===== src/rtl/mandelbrot_iter_core_if.sv =====
// mandelbrot_iter_core_if: point-request / result handshake bundle between the coordinate generator, the iteration core and the pixel sink
interface mandelbrot_iter_core_if #(
    parameter int WIDTH  = 16,
    parameter int ITER_W = 8
);
    logic                     in_valid;
    logic                     in_ready;
    logic signed [WIDTH-1:0]  c_re;
    logic signed [WIDTH-1:0]  c_im;
    logic [ITER_W-1:0]        max_iter;
    logic [1:0]               colour_mode;
    logic                     out_valid;
    logic                     out_ready;
    logic [ITER_W-1:0]        iter_count;
    logic                     escaped;
    logic [5:0]               colour;
    logic                     busy;

    modport master (
        output in_valid, c_re, c_im, max_iter, colour_mode, out_ready,
        input  in_ready, out_valid, iter_count, escaped, colour, busy
    );

    modport slave (
        input  in_valid, c_re, c_im, max_iter, colour_mode, out_ready,
        output in_ready, out_valid, iter_count, escaped, colour, busy
    );
endinterface


===== src/rtl/mandelbrot_iter_core.sv =====
// mandelbrot_iter_core: one z <- z^2 + c step per clock, escape count and RRGGBB colour; MANDEL_PERIOD_EN adds early exit on detected cycles
module mandelbrot_iter_core #(
    parameter int WIDTH  = 16,
    parameter int FRAC   = 12,
    parameter int ITER_W = 8
) (
    input  logic                    clk,
    input  logic                    rst_n,
    input  logic                    en,
    mandelbrot_iter_core_if.slave   bus
);
    localparam int W2 = 2 * WIDTH;
    localparam int W1 = W2 + 1;
    localparam int SW = W2 + 2;
    localparam logic signed [W1-1:0] FOUR = {{(W1-2*FRAC-3){1'b0}}, 1'b1, {(2*FRAC+2){1'b0}}};
    localparam logic signed [SW-1:0] MAXV = SW'((2 ** (WIDTH - 1)) - 1);
    localparam logic signed [SW-1:0] MINV = ~MAXV;

    typedef enum logic [1:0] {IDLE, ITER, DONE} state_t;

    state_t                  state_q, state_d;
    logic signed [WIDTH-1:0] zr_q, zr_d, zi_q, zi_d, cr_q, cr_d, ci_q, ci_d;
    logic [ITER_W-1:0]       n_q, n_d, max_q, max_d, cnt_q, cnt_d;
    logic [1:0]              mode_q, mode_d;
    logic                    esc_q, esc_d;
    logic [5:0]              col_q, col_d;
    logic signed [W2-1:0]    zr2, zi2, zrzi;
    logic signed [W1-1:0]    mag;
    logic signed [SW-1:0]    re_sum, im_sum;
    logic signed [WIDTH-1:0] zr_nx, zi_nx;
    logic [ITER_W-1:0]       n_nx;
    logic                    in_rdy;
`ifdef MANDEL_PERIOD_EN
    logic signed [WIDTH-1:0] snap_re_q, snap_re_d, snap_im_q, snap_im_d;
    logic                    snap_v_q, snap_v_d;
`endif

    function automatic logic signed [WIDTH-1:0] sat(input logic signed [SW-1:0] v);
        return v > MAXV ? MAXV[WIDTH-1:0] : v < MINV ? MINV[WIDTH-1:0] : v[WIDTH-1:0];
    endfunction

    function automatic logic [5:0] col_map(input logic [5:0] it, input logic [1:0] m);
        return m == 2'd0 ? {3{it[1:0]}} :
               m == 2'd1 ? {it[1:0], it[3:2], it[5:4]} :
               m == 2'd2 ? 6'b111111 :
               (it[0] ? 6'b110000 : 6'b000011);
    endfunction

    assign in_rdy         = (state_q == IDLE) && en;
    assign bus.in_ready   = in_rdy;
    assign bus.out_valid  = state_q == DONE;
    assign bus.busy       = state_q == ITER;
    assign bus.iter_count = cnt_q;
    assign bus.escaped    = esc_q;
    assign bus.colour     = col_q;

    // Next state: accept in IDLE, one escape/limit/step evaluation per enabled ITER cycle, drain in DONE
    always_comb begin
        state_d = state_q;
        zr_d    = zr_q;
        zi_d    = zi_q;
        cr_d    = cr_q;
        ci_d    = ci_q;
        n_d     = n_q;
        max_d   = max_q;
        mode_d  = mode_q;
        cnt_d   = cnt_q;
        esc_d   = esc_q;
        col_d   = col_q;
`ifdef MANDEL_PERIOD_EN
        snap_re_d = snap_re_q;
        snap_im_d = snap_im_q;
        snap_v_d  = snap_v_q;
`endif
        zr2    = W2'(zr_q) * W2'(zr_q);
        zi2    = W2'(zi_q) * W2'(zi_q);
        zrzi   = W2'(zr_q) * W2'(zi_q);
        mag    = W1'(zr2) + W1'(zi2);
        re_sum = ((SW'(zr2) - SW'(zi2)) >>> FRAC) + SW'(cr_q);
        im_sum = ((SW'(zrzi) <<< 1) >>> FRAC) + SW'(ci_q);
        zr_nx  = sat(re_sum);
        zi_nx  = sat(im_sum);
        n_nx   = n_q + ITER_W'(1);
        case (state_q)
            IDLE: if (bus.in_valid && in_rdy) begin
                cr_d    = bus.c_re;
                ci_d    = bus.c_im;
                max_d   = bus.max_iter;
                mode_d  = bus.colour_mode;
                zr_d    = '0;
                zi_d    = '0;
                n_d     = '0;
                state_d = ITER;
`ifdef MANDEL_PERIOD_EN
                snap_v_d = 1'b0;
`endif
            end
            ITER: if (en) begin
                if (mag > FOUR) begin
                    state_d = DONE;
                    esc_d   = 1'b1;
                    cnt_d   = n_q;
                    col_d   = col_map(n_q[5:0], mode_q);
                end else if (n_q == max_q) begin
                    state_d = DONE;
                    esc_d   = 1'b0;
                    cnt_d   = max_q;
                    col_d   = '0;
                end else begin
                    zr_d = zr_nx;
                    zi_d = zi_nx;
                    n_d  = n_nx;
`ifdef MANDEL_PERIOD_EN
                    if (snap_v_q && zr_nx == snap_re_q && zi_nx == snap_im_q) begin
                        state_d = DONE;
                        esc_d   = 1'b0;
                        cnt_d   = max_q;
                        col_d   = '0;
                    end else if ((n_nx & (n_nx - ITER_W'(1))) == '0) begin
                        snap_re_d = zr_nx;
                        snap_im_d = zi_nx;
                        snap_v_d  = 1'b1;
                    end
`endif
                end
            end
            DONE: if (bus.out_ready) state_d = IDLE;
            default: state_d = IDLE;
        endcase
    end

    // State registers; reset discards any in-flight point and clears all results
    always_ff @(posedge clk) begin
        if (!rst_n) begin
            state_q <= IDLE;
            zr_q    <= '0;
            zi_q    <= '0;
            cr_q    <= '0;
            ci_q    <= '0;
            n_q     <= '0;
            max_q   <= '0;
            mode_q  <= '0;
            cnt_q   <= '0;
            esc_q   <= 1'b0;
            col_q   <= '0;
`ifdef MANDEL_PERIOD_EN
            snap_re_q <= '0;
            snap_im_q <= '0;
            snap_v_q  <= 1'b0;
`endif
        end else begin
            state_q <= state_d;
            zr_q    <= zr_d;
            zi_q    <= zi_d;
            cr_q    <= cr_d;
            ci_q    <= ci_d;
            n_q     <= n_d;
            max_q   <= max_d;
            mode_q  <= mode_d;
            cnt_q   <= cnt_d;
            esc_q   <= esc_d;
            col_q   <= col_d;
`ifdef MANDEL_PERIOD_EN
            snap_re_q <= snap_re_d;
            snap_im_q <= snap_im_d;
            snap_v_q  <= snap_v_d;
`endif
        end
    end
endmodule


===== src/flat_wrapper.sv =====
// flat-port wrapper written by rule: the top's interface ports become plain ports
module mandelbrot_iter_core_flat 
#(
    parameter int WIDTH  = 16,
    parameter int FRAC   = 12,
    parameter int ITER_W = 8
)
  (clk, rst_n, en, bus_in_valid, bus_c_re, bus_c_im, bus_max_iter, bus_colour_mode, bus_out_ready, bus_in_ready, bus_out_valid, bus_iter_count, bus_escaped, bus_colour, bus_busy);
  mandelbrot_iter_core_if #(.WIDTH(WIDTH), .ITER_W(ITER_W)) bus_i ();
  input  logic clk;
  input  logic rst_n;
  input  logic en;
  input wire logic [$bits(bus_i.in_valid)-1:0] bus_in_valid;
  input wire logic [$bits(bus_i.c_re)-1:0] bus_c_re;
  input wire logic [$bits(bus_i.c_im)-1:0] bus_c_im;
  input wire logic [$bits(bus_i.max_iter)-1:0] bus_max_iter;
  input wire logic [$bits(bus_i.colour_mode)-1:0] bus_colour_mode;
  input wire logic [$bits(bus_i.out_ready)-1:0] bus_out_ready;
  output wire logic [$bits(bus_i.in_ready)-1:0] bus_in_ready;
  output wire logic [$bits(bus_i.out_valid)-1:0] bus_out_valid;
  output wire logic [$bits(bus_i.iter_count)-1:0] bus_iter_count;
  output wire logic [$bits(bus_i.escaped)-1:0] bus_escaped;
  output wire logic [$bits(bus_i.colour)-1:0] bus_colour;
  output wire logic [$bits(bus_i.busy)-1:0] bus_busy;
  assign bus_i.in_valid = bus_in_valid;
  assign bus_i.c_re = bus_c_re;
  assign bus_i.c_im = bus_c_im;
  assign bus_i.max_iter = bus_max_iter;
  assign bus_i.colour_mode = bus_colour_mode;
  assign bus_i.out_ready = bus_out_ready;
  assign bus_in_ready = bus_i.in_ready;
  assign bus_out_valid = bus_i.out_valid;
  assign bus_iter_count = bus_i.iter_count;
  assign bus_escaped = bus_i.escaped;
  assign bus_colour = bus_i.colour;
  assign bus_busy = bus_i.busy;
  mandelbrot_iter_core #(.WIDTH(WIDTH), .FRAC(FRAC), .ITER_W(ITER_W)) u_core (.clk(clk), .rst_n(rst_n), .en(en), .bus(bus_i));
endmodule

===== config.mk =====
export PLATFORM = sky130hd
export DESIGN_NAME = mandelbrot_iter_core_flat
export DESIGN_NICKNAME = d
export VERILOG_FILES = /design/src/rtl/mandelbrot_iter_core_if.sv /design/src/rtl/mandelbrot_iter_core.sv /design/src/flat_wrapper.sv
export SDC_FILE = /design/constraint.sdc
export NUM_CORES = 2
export LEC_CHECK = 0
export CORE_UTILIZATION = 40
export DETAILED_ROUTE_END_ITERATION = 6
export GPL_TIMING_DRIVEN = 0
export HOLD_SLACK_MARGIN = 0.08
export SETUP_SLACK_MARGIN = 0.5
export SYNTH_ARGS = -nofsm -noshare
export SYNTH_HDL_FRONTEND = slang
export SYNTH_SLANG_ARGS = --single-unit

===== constraint.sdc =====
create_clock -name clk -period 12.1 [get_ports clk]
set_input_delay 1.815 -clock clk [delete_from_list [all_inputs] [get_ports clk]]
set_output_delay 1.815 -clock clk [all_outputs]
set_load 0.02 [all_outputs]

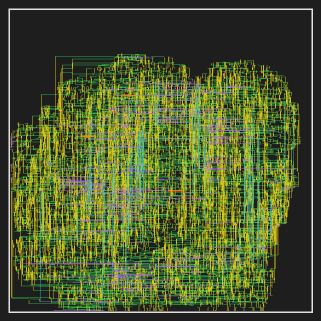
(images/metal_stack.png)
Drawn at 1 px/µm.
- green: met1 (wire length 47.3 mm)
- cyan: met4 (wire length 3830 µm)
- purple: met3 (wire length 7170 µm)
- orange: met5 (wire length 41.4 µm)
- yellow: met2 (wire length 48.9 mm)

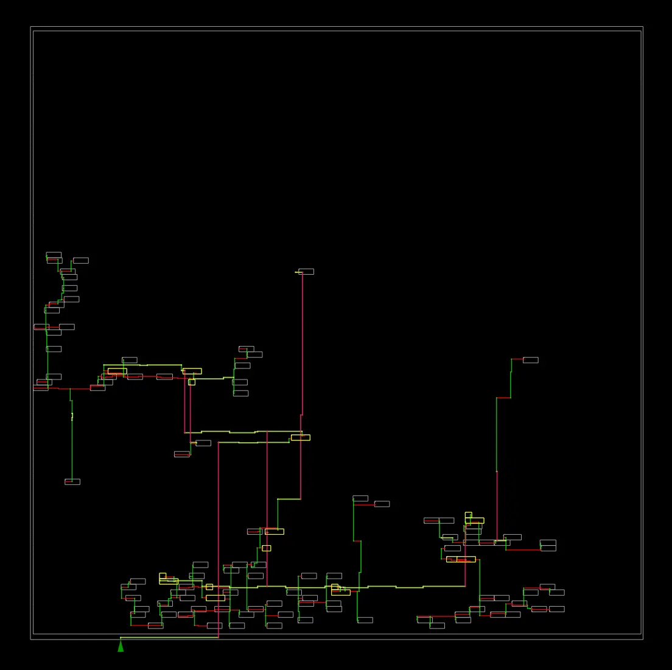
(images/final_clocks.png)
P_clk: 0.317 mW
TritonCTS Buffers: 9
registers: 99

==> out/metrics.cfg <==
[global_routing]
grt_pass1_wl_um=169000
grt_pass1_vias=28818
grt-ovfl-total=0
grt_max_degree=19

[run]
maxCapViolations=0
log.warning_count=60

[cts]
cts_hold_buffers=0
clk_latency_ns=0.40
cts_tree=yes
htreeDepth=3
clk_pin_slew_worst_paths_ns=0.09
clkSinkCount=99

[logic_synthesis]
flop_cell=dfxtp_1
synth_area_um2=35900
syn_area_per_cell_um2=8.68
largest_area_cell=fa_1
synth-edff-count=0
synth_nets=5265
yosysChipArea_um2=35900
netlist_top_cells_count=988 x inv_1, 731 x fa_1, 460 x nand2_1
yosys-stat-cells=4131
top_cell=inv_1
async_reset_ff_share_pct=0
ys_seq_share_pct=5.53
netlist_instances=4131
top_cell_area_share_pct=40.8
synth-seq-cells=99

[layout]
syn2layout_area_growth_pct=7.80
utilization_pct=43.6
final_cell_mix=987 x inv_1, 731 x fa_1, 459 x nand2_1
nets=5347
drive_gt1_share_pct=4.36

[detailed_routing]
first_pass_iters=5
post_drt_wl_per_cell_um=19.9
drt-vias-per-instance=5.18
drt_wl_total_um=107000
drtIter0Drc=1767
num_vias=27888

[die]
die_w_um=301
core-area_um2=88600
io_pins=65
rows=109
die_y_um=301

[setup_path]
startpoint_type=flip-flop
cpMostUsedCell=fa_1
cpPeakStageDelay_ns=0.54
crit_arrival_ns=11.45
path_buffers=9
required_ns=12.38
critical_path_class=reg2reg
critical-path-top-delay-family=adder cells
startpoint=u_core.zi_q[9]
end_kind=flip-flop
cp_max_fo=10
cp_slowest_cell=fa_1

[sta]
period_used_pct=92.3
fmax_ghz=0.0895
setup-violations-final=0
rsz0062_at_grt=no
finalWorstSetupSlack_ns=0.932
drv_slew=0
hold_viol=0
worst_slew_margin_rel_pct=21.5
final.setup_skew_ns=0.0208

[pwr]
power_mw=3.27
peakVddDrop_mv=0.120
power_density_nw_per_um2=84.6
power_leakage_nw=19.2

[placement]
place_hpwl_um=92000
io_buffers=63
routabilityCongestion=0.945

[outcome]
status=completed

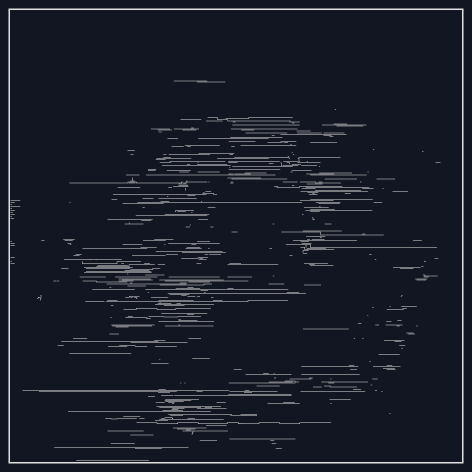
(images/met3.png)
Drawn at 1.5 px/µm.
- longest straight run: 138 µm
- nets with wire on the layer: 311

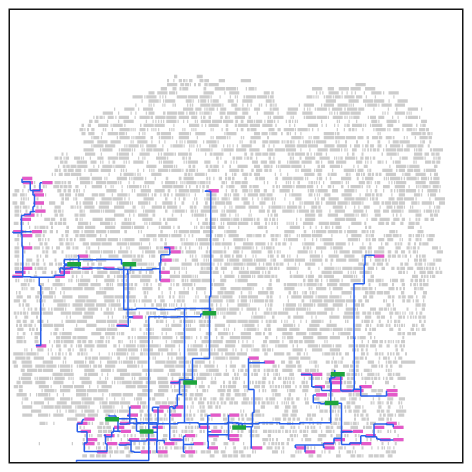
(images/clock_map.png)
Drawn at 1.5 px/µm.
- magenta: flip-flops (count 99)
- green: cells driving clock nets (count 9)
- blue: clock wires (length 2010 µm)
- routed clock nets: 10

per-layer routing:
metal	GRT usage, %	vias to the layer above	part of all wire, %
met5	0	-	0.038
li1	-	12823	-
met1	34.3	14031	44
met3	3.05	169	6.7
met2	39.3	859	46
met4	7.80	6	3.6
power by group:
part | internal (mW) | switching, mW
logic | 0.943 | 1.64
clock network | 0.150 | 0.167
registers | 0.345 | 0.0289
path summary, 6_finish.rpt:
check / cells past startpoint / slack, ns / to
worst min-delay path: 2 / 0.46 / u_core.bus.colour[3]
worst max register to register: 38 / 0.93 / u_core.zi_q[8]
worst max-delay path: 38 / 0.93 / u_core.zi_q[8]
worst min register to register: 2 / 0.46 / u_core.bus.colour[3]
kinds of logic after synthesis:
| kind of cell | synth area share, % |
|---|---|
| AOI/OAI and AO/OA | 10.5 |
| xor gates and xnor gates | 4.84 |
| adders and majority gates | 53.2 |
| buffers and inverters | 12.1 |
| DFF | 5.53 |
| muxes | 0.429 |
| and+or+nand+nor | 13.4 |
metrics by stage:
stage,cell area (µm²),instances
after floorplan,35900,4131
after global placement,37900,5359
after detailed placement,37900,5359
after CTS,38400,5375
after global routing,38600,5383
final,38600,5385
cell type report:
class | instances | area, µm²
diodes | 2 | 5.00
plain buffers | 164 | 817
clock buffers | 10 | 239
clock inverters | 6 | 55.1
fillers | 8946 | 50000
inverters | 989 | 3720
multi-input cells | 2879 | 29700
flip-flops and latches | 99 | 1990
well taps | 1165 | 1460
repair buffers | 71 | 691
repair_timing:
item,4_1_cts,5_1_grt
resized,75,131
pin swaps,0,3
setup buffers,0,8
endpoints found under the setup margin,57,57
Power figures rest on the tool's default switching activity, not on a simulated workload.
